<file path="src/rtl/regbank_demux_8x8_pkg.sv">
// Shared definitions for the 8-register write bank: state encodings,
// bank depth and select width.
package regbank_demux_8x8_pkg;

  typedef enum logic {
    ST_IDLE  = 1'b0,
    ST_CLEAR = 1'b1
  } state_t;

  localparam int BANK_DEPTH = 8;
  localparam int SEL_W      = 3;

endpackage

</file>
<file path="src/rtl/regbank_demux_8x8_decoder.sv">
// 3-to-8 one-hot decoder with a load-enable gate; drives the per-register
// load strobes of the write bank.
module regbank_demux_8x8_decoder
  import regbank_demux_8x8_pkg::*;
(
  input  logic [SEL_W-1:0]      sel,
  input  logic                  en,
  output logic [BANK_DEPTH-1:0] onehot
);

  generate
    for (genvar gi = 0; gi < BANK_DEPTH; gi++) begin : g_dec
      assign onehot[gi] = en && (sel == SEL_W'(gi));
    end
  endgenerate

endmodule

</file>
<file path="src/rtl/regbank_demux_8x8.sv">
// Write side of the 8-register datapath: valid/ready byte writes into a
// one-hot addressed bank plus a sequenced 8-cycle bank-clear sweep.
module regbank_demux_8x8
  import regbank_demux_8x8_pkg::*;
#(
  parameter int               WIDTH     = 8,
  parameter logic [WIDTH-1:0] RESET_VAL = '0
) (
  input  logic             clk,
  input  logic             rst,
  input  logic [SEL_W-1:0] S,
  input  logic [WIDTH-1:0] D,
  input  logic             wr_en,
  output logic             wr_ready,
  output logic             wr_ack,
  input  logic             clr,
  output logic             clr_busy,
  output logic             clr_done,
  output logic [WIDTH-1:0] r1,
  output logic [WIDTH-1:0] r2,
  output logic [WIDTH-1:0] r3,
  output logic [WIDTH-1:0] r4,
  output logic [WIDTH-1:0] r5,
  output logic [WIDTH-1:0] r6,
  output logic [WIDTH-1:0] r7,
  output logic [WIDTH-1:0] r8
);

  state_t                  state_reg;
  logic [SEL_W-1:0]        idx_reg;
  logic                    wr_ack_reg;
  logic                    clr_done_reg;
  logic [WIDTH-1:0]        bank_reg [BANK_DEPTH];

  logic                    in_clear;
  logic                    accept;
  logic                    load_en;
  logic [SEL_W-1:0]        load_sel;
  logic [WIDTH-1:0]        load_data;
  logic [BANK_DEPTH-1:0]   load_strobe;

  assign in_clear = (state_reg == ST_CLEAR);
  // A clear request in IDLE takes priority and drops a coincident write.
  assign accept    = !in_clear && wr_en && !clr;
  assign load_en   = accept || in_clear;
  assign load_sel  = in_clear ? idx_reg : S;
  assign load_data = in_clear ? RESET_VAL : D;

  regbank_demux_8x8_decoder u_decoder (
    .sel    (load_sel),
    .en     (load_en),
    .onehot (load_strobe)
  );

  always_ff @(posedge clk or posedge rst) begin
    if (rst) begin
      state_reg    <= ST_IDLE;
      idx_reg      <= '0;
      wr_ack_reg   <= 1'b0;
      clr_done_reg <= 1'b0;
    end else begin
      case (state_reg)
        ST_IDLE: begin
          wr_ack_reg   <= accept;
          clr_done_reg <= 1'b0;
          if (clr) begin
            state_reg <= ST_CLEAR;
            idx_reg   <= '0;
          end
        end
        ST_CLEAR: begin
          wr_ack_reg <= 1'b0;
          idx_reg    <= idx_reg + 1'b1;
          // The edge that clears the last register ends the sweep; the index wraps to 0.
          if (idx_reg == SEL_W'(BANK_DEPTH - 1)) begin
            state_reg    <= ST_IDLE;
            clr_done_reg <= 1'b1;
          end else begin
            clr_done_reg <= 1'b0;
          end
        end
        default: begin
          state_reg    <= ST_IDLE;
          wr_ack_reg   <= 1'b0;
          clr_done_reg <= 1'b0;
        end
      endcase
    end
  end

  generate
    for (genvar gi = 0; gi < BANK_DEPTH; gi++) begin : g_bank
      always_ff @(posedge clk or posedge rst) begin
        if (rst) begin
          bank_reg[gi] <= RESET_VAL;
        end else if (load_strobe[gi]) begin
          bank_reg[gi] <= load_data;
        end
      end
    end
  endgenerate

  assign wr_ready = !in_clear;
  assign clr_busy = in_clear;
  assign wr_ack   = wr_ack_reg;
  assign clr_done = clr_done_reg;

  assign r1 = bank_reg[0];
  assign r2 = bank_reg[1];
  assign r3 = bank_reg[2];
  assign r4 = bank_reg[3];
  assign r5 = bank_reg[4];
  assign r6 = bank_reg[5];
  assign r7 = bank_reg[6];
  assign r8 = bank_reg[7];

endmodule

</file>
<file path="config.mk">
export PLATFORM = sky130hd
export DESIGN_NAME = regbank_demux_8x8
export DESIGN_NICKNAME = d
export VERILOG_FILES = /design/src/rtl/regbank_demux_8x8_pkg.sv /design/src/rtl/regbank_demux_8x8_decoder.sv /design/src/rtl/regbank_demux_8x8.sv
export SDC_FILE = /design/constraint.sdc
export NUM_CORES = 1
export LEC_CHECK = 0
export ABC_AREA = 1
export CORE_ASPECT_RATIO = 1.2
export CORE_UTILIZATION = 26
export CTS_CLUSTER_SIZE = 30
export DETAILED_ROUTE_END_ITERATION = 8
export GPL_TIMING_DRIVEN = 0
export PLACE_DENSITY = 0.56
export SLEW_MARGIN = 30
export SYNTH_ARGS = -nofsm -noshare
export SYNTH_HDL_FRONTEND = slang
export SYNTH_HIERARCHICAL = 1
export SYNTH_SLANG_ARGS = --single-unit
</file>
<file path="constraint.sdc">
create_clock -name clk -period 2.2 [get_ports clk]
set_clock_uncertainty 0.2 [all_clocks]
set_input_delay 0.44 -clock clk [delete_from_list [all_inputs] [get_ports clk]]
set_output_delay 0.44 -clock clk [all_outputs]
set_load 0.01 [all_outputs]
</file>
Figure 1. Clock wires, drivers and flops (run 1).
The bar under the picture is 20 um long.
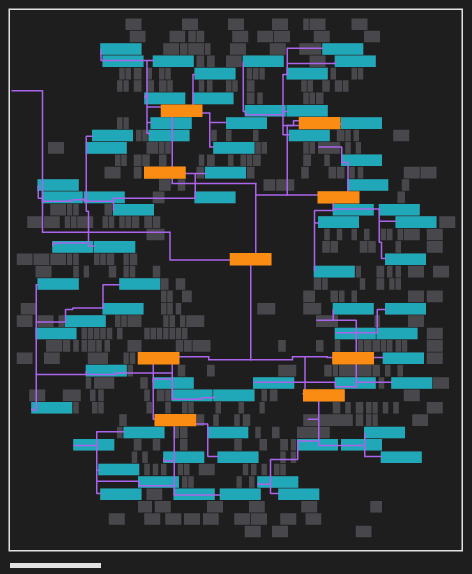
[cyan] flip-flops | count: 70
[purple] clock wires | length: 897 um
[orange] clock drivers | count: 9
routed clock nets: 10

Figure 2. Drive-strength map (run 1).
The bar under the picture is 20 um long.
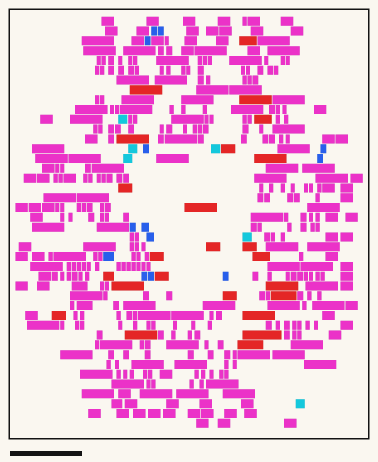
[red] _6 and larger | cells: 24 | share: 5.6%
[cyan] _3 and _4 cells | cells: 6 | share: 1.4%
[magenta] _0 and _1 cells | cells: 387 | share: 90%
[blue] _2 cells | cells: 13 | share: 3.0%

Figure 3. Cell classes on the final placement (run 1).
Fill, decap, tap and diode cells in gray.
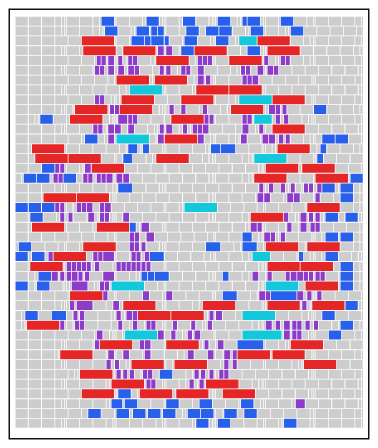
[cyan] clock drivers and dummy loads | cells: 13 | share of their area: 7.3%
[red] sequential cells | cells: 70 | share of their area: 43%
[purple] combinational and other logic | cells: 246 | share of their area: 26%
[blue] remaining buffers and delay cells | cells: 101 | share of their area: 24%

==> design notes, run 1 <==
Counting endpoints that fail hold in the final report gives 0. In this run the top signal layer used is met4. Combinational cells consume a total of 0.00301 W. By startpoint and endpoint, the worst setup path is classified as in2reg.

The run gives 11,040 um2 for the core footprint. The synthesized net count was 357. The detail route stage leaves a number of antenna-violating nets equal to 0. Net switching power: 0.002353 W.

Dividing the synthesized area by the synthesized cell count gives 8.681 um2. The run gives 0 for the sum of overflow across all layers after global routing. Share of layout cells above drive strength 1: 0.1000. The OpenROAD warning count was 26. By instance count after routing, the leading logic cell type is sky130_fd_sc_hd__nand2_1. The routed design shows a via density per instance of 4.441. The synthesis run shows the most used standard cells to be sky130_fd_sc_hd__nand2_1, sky130_fd_sc_hd__dfrtp_1, sky130_fd_sc_hd__nand3_1. With the adder and majority gate portion of the synthesized area at 0.008478, the initial core utilization is 0.2675. The run gives 2952 um2 as the total standard cell area after synthesis. The run finished with clean final reports. The total met2 wirelength after detailed routing is 4.108 mm, and the distinct cell type count after synthesis is 13.

83 I/O pins were placed. Clock latency on the worst-skew pair, taken at its later pin, is 0.32 ns. The run gives 134 as the violation tally from detailed-route iteration zero. For the met3 track utilization from global routing, the log shows 0.04080. Power attributed to the clock group is 0.00143 W. STA classifies the critical path endpoint as a flop.

For the sequential cell area fraction in the yosys report, the log shows 0.5935. The fraction of registers with async set/reset came out at 1.000. The leading register cell type out of synthesis was sky130_fd_sc_hd__dfrtp_1. According to the floorplan report, the die height is 118.7 um. The post-placement cell area is 3901 um2. For the tally of yosys warning messages, the log shows 6. In the post-synthesis netlist, the biggest area contributors are sky130_fd_sc_hd__dfrtp_1, sky130_fd_sc_hd__nand2_1, sky130_fd_sc_hd__nand3_1. TritonCTS built the clock tree. Note that the worst hold path type here is in2async. Derived from the worst setup path, the maximum achievable clock frequency is 488.9 MHz.

Synthesis handed over a netlist of 340 instances. The remaining max-slew budget at the tightest pin was 0.5859. Looking at the reg2reg group, the worst path ends at r6[1]. The biggest slice of the total power is consumed by combinational cells. The routed design has 8.173 mm of wire. In this run the core area contains 42 standard-cell rows. With the count of placed standard cells in the final layout, fillers left out at 562, the number of logic stages on the critical path including buffering is 9. The count of library flops with an enable pin was 0.

Setup repair after global routing left no endpoint under its margin. Global routing put the most usage on met2. Once synthesis finished, the tally of register bits stood at 70. The switching share of power is 0.3568.

With the total of buffers placed on input and output ports at 74, the routability congestion estimate is 0.7302. The number of antenna diodes in the final layout is 0. Final instance area: 4220 um2. For the leakage power total, the log shows 2.170 nW. After detailed routing, the wire length on met1 is 3.653 mm.

Fraction of synthesized area in multiplexers: 0. After synthesis, the design contains 340 cells according to Yosys. The prevailing logic family in the synthesized netlist was simple AND/OR/NAND/NOR gates. Launching point of the worst reg2reg path: clr_busy. The run reported a max-capacitance violation count of 0. For the met3 routed wirelength, the log shows 380 um. The most frequently used cell type in the post-synthesis netlist is sky130_fd_sc_hd__nand2_1.

Per the final report, max-transition violations number 0. The run gives 0 for the number of endpoints failing setup at the final stage. In the power breakdown, the internal column shows 0.004242 W. The overall fraction of global-route tracks in use was 0.1488; the post-detailed-placement half-perimeter wirelength was 5.690 mm.

The clock passes through at most 2 buffers. The area growth from synthesis to layout is 42.98%.
run 1: per-stage QoR:
step,worst slack [ns],total power [W]
floorplan,0.4312,0.003698
global placement,-0.1878,0.005112
detailed placement,-0.1866,0.005167
CTS,0.1164,0.006641
global route,0.006980,0.007088
finish,0.1546,0.006596
run 1: area by class of cell:
class                      count  area, um2
multi-input combinational    230      973.4
buffer                        24      173.9
sequential                    70       1752
clock buffer                  12      266.5
clock inverter                 1      30.03
tap                          132      165.2
timing repair buffer          77      787.0
fill                        1118       6815
inverter                      16      72.57
==> run 1 -> run 2 <==
--- a/config.mk
+++ b/config.mk
@@ -11,6 +11,7 @@
 export CTS_CLUSTER_SIZE = 30
 export DETAILED_ROUTE_END_ITERATION = 8
 export GPL_TIMING_DRIVEN = 0
+export MAX_ROUTING_LAYER = met4
 export PLACE_DENSITY = 0.56
 export SLEW_MARGIN = 30
 export SYNTH_ARGS = -nofsm -noshare
Figure 4. Clock wires, drivers and flops (run 2).
The bar under the picture is 20 um long.
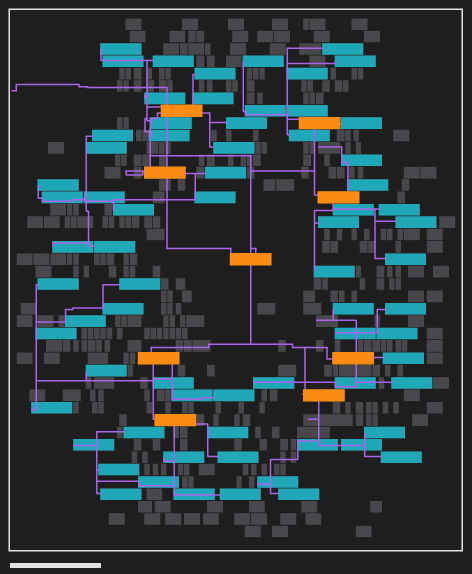
[purple] clock wires | length: 918 um
[orange] clock drivers | count: 9
[cyan] flip-flops | count: 70
flops lie: all over the die

==> run 2 against run 1 <==
Effect of this change: non-clock buffer count unchanged; critical path depth unchanged; cell area unchanged.
==> design notes, run 2 <==
The height of the chip is 118.7 um (unchanged). With the net count reported at finish at 445, the number of logic stages on the critical path including buffering is 9 (unchanged). The area fraction of clock buffers and clock inverters is 0.07026 (unchanged).

The adder and majority gate portion of the synthesized area is 0.008478 (unchanged), and the routability congestion estimate is 0.7390 (+1.2%). The tools report the number of sequential cells as 70 (unchanged). The tools report the post-layout worst setup margin as 0.1611 ns (+0.006549 ns). The fraction of area in non-clock buffers is 0.2277 (unchanged), and the fraction of registers with async set/reset is 1.000 (unchanged). The run gives 3 as the number of levels the H-tree was split into.

The share of cell area taken by flip-flops and latches came out at 0.4151 (unchanged). Number of endpoints failing setup at the final stage: 0 (unchanged). The commonest register cell is sky130_fd_sc_hd__dfrtp_1. The run gives 12 (unchanged) for the total of clock buffers placed in the layout. The delay of the slowest critical-path stage is 0.46 ns, and the number of nets still failing antenna checks after routing is 0 (unchanged).

The detail-routed net length per standard cell is 14.63 um, and the number of standard cells reported by yosys is 340 (unchanged). The number of combinational gates with multiple inputs was 230 (unchanged); the fraction of synthesized cell area taken by the top area cell type was 0.5935. The run gives 0 (unchanged) for the number of diodes. The tools report the violation tally from detailed-route iteration zero as 111 (-17%). For the remaining max-slew budget at the tightest pin, the log shows 0.5958 (+0.009930). For reference, the top cells by area after synthesis are sky130_fd_sc_hd__dfrtp_1, sky130_fd_sc_hd__nand2_1, sky130_fd_sc_hd__nand3_1. TritonCTS built the clock tree. With the total standard cell area after synthesis at 2952 um2 (unchanged), the number of buffers other than clock buffers in the final layout is 101 (unchanged). The run gives 0.2675 (unchanged) as the initial core utilization. The share of the final layout cell area in multi-input gates came out at 0.2307 (unchanged). The run gives 1752 um2 (unchanged) for the area occupied by registers. The synthesis stats list as the most numerous cell sky130_fd_sc_hd__nand2_1. STA classifies the critical path endpoint as a flop. The largest cell class by area is flip-flops and latches. The leakage power total came out at 2.170 nW (unchanged).

The distinct cell type count after synthesis was 13 (unchanged). Maximum operating frequency: 490.5 MHz (+0.32%). The number of violations of the max-capacitance limit is 0 (unchanged). The buffer depth of the longest clock path was 2 (unchanged); the hold violation total from the final report was 0 (unchanged). With the share of layout cells above drive strength 1 at 0.1000 (unchanged), the average footprint of a synthesized cell is 8.681 um2 (unchanged).

The tally of yosys warning messages is 6 (unchanged), and the core footprint is 11,040 um2 (unchanged). The worst hold path belongs to the class in2async. For the floorplan row count, the log shows 42 (unchanged).

Total chip power: 0.006606 W (+0.15%). The count of library flops with an enable pin works out to 0 (unchanged). The most frequent logic cell in the layout was sky130_fd_sc_hd__nand2_1. Among the non-sequential cells, simple AND/OR/NAND/NOR gates take the most area.

The run gives 5.690 mm (unchanged) as the post-detailed-placement half-perimeter wirelength. The overall fraction of global-route tracks in use was 0.1523 (+0.003475). The ratio of routed vias to standard cells was 4.402 (-0.88%). The tools report the synthesized net count as 357 (unchanged).

The fraction of synthesized area in multiplexers was 0 (unchanged). The number of setup buffers added after CTS is 0. Setup repair after global routing left no endpoint under its margin. The max-slew violation total from the final report came out at 0 (unchanged). The flow ran to the end, and the final reports show no timing, DRC or antenna violations. For the well tap count, the log shows 132 (unchanged). The number of top-level pins is 83 (unchanged).

The post-place instance area is 3901 um2 (unchanged). The run gives 0 as the initial antenna violation count. The met3 track utilization from global routing was 0.03607 (-0.004731); the OpenROAD warning count was 26 (unchanged). Per the GRT log, the top usage layer is met2.

Layout overhead on the synthesized area: 42.98% (unchanged). With the inverter tally of the final layout excluding the clock network at 16 (unchanged), the count of placed standard cells in the final layout, fillers left out is 562 (unchanged). At the worst endpoint, the arrival time is 2.06 ns.

Startpoint-to-endpoint class of the critical path: in2reg. For the sum of overflow across all layers after global routing, the log shows 0 (unchanged). For the multi-input gate area in the final layout, the log shows 973.4 um2 (unchanged). The sequential cell area fraction in the yosys report was 0.5935 (unchanged). The tree is rooted in a sky130_fd_sc_hd__clkbuf_16.
## run 2: cell counts after synthesis
No cell type changed its count.
## run 2: power breakdown
group	leakage, nW	switching, W	total (W)	internal (W)
Sequential	0.951	0.000325	0.00216	0.00184
Clock	0.147	0.000487	0.00144	0.000950
Combinational	1.07	0.00155	0.00301	0.00146
## run 2: path summary, 6_finish.rpt
path / slack, ns / startpoint / endpoint
min in group clk: 0.27 / r5[5] / r5[5]
worst min register to register: 0.27 / r5[5] / r5[5]
worst max-delay path: 0.16 / wr_en / r6[1]
max in group asynchronous: 1.11 / rst / r1[0]
worst min-delay path: 0.24 / rst / r6[6]
worst max register to register: 0.18 / clr_busy / r6[1]
## run 2: routing by layer
layer  wire length [um]  vias up
met5                  0        -
met1               3619     1165
met2               4084       59
li1                   -     1239
met3                421       11
met4                 98        0
Power is estimated from default activity; no workload was simulated.
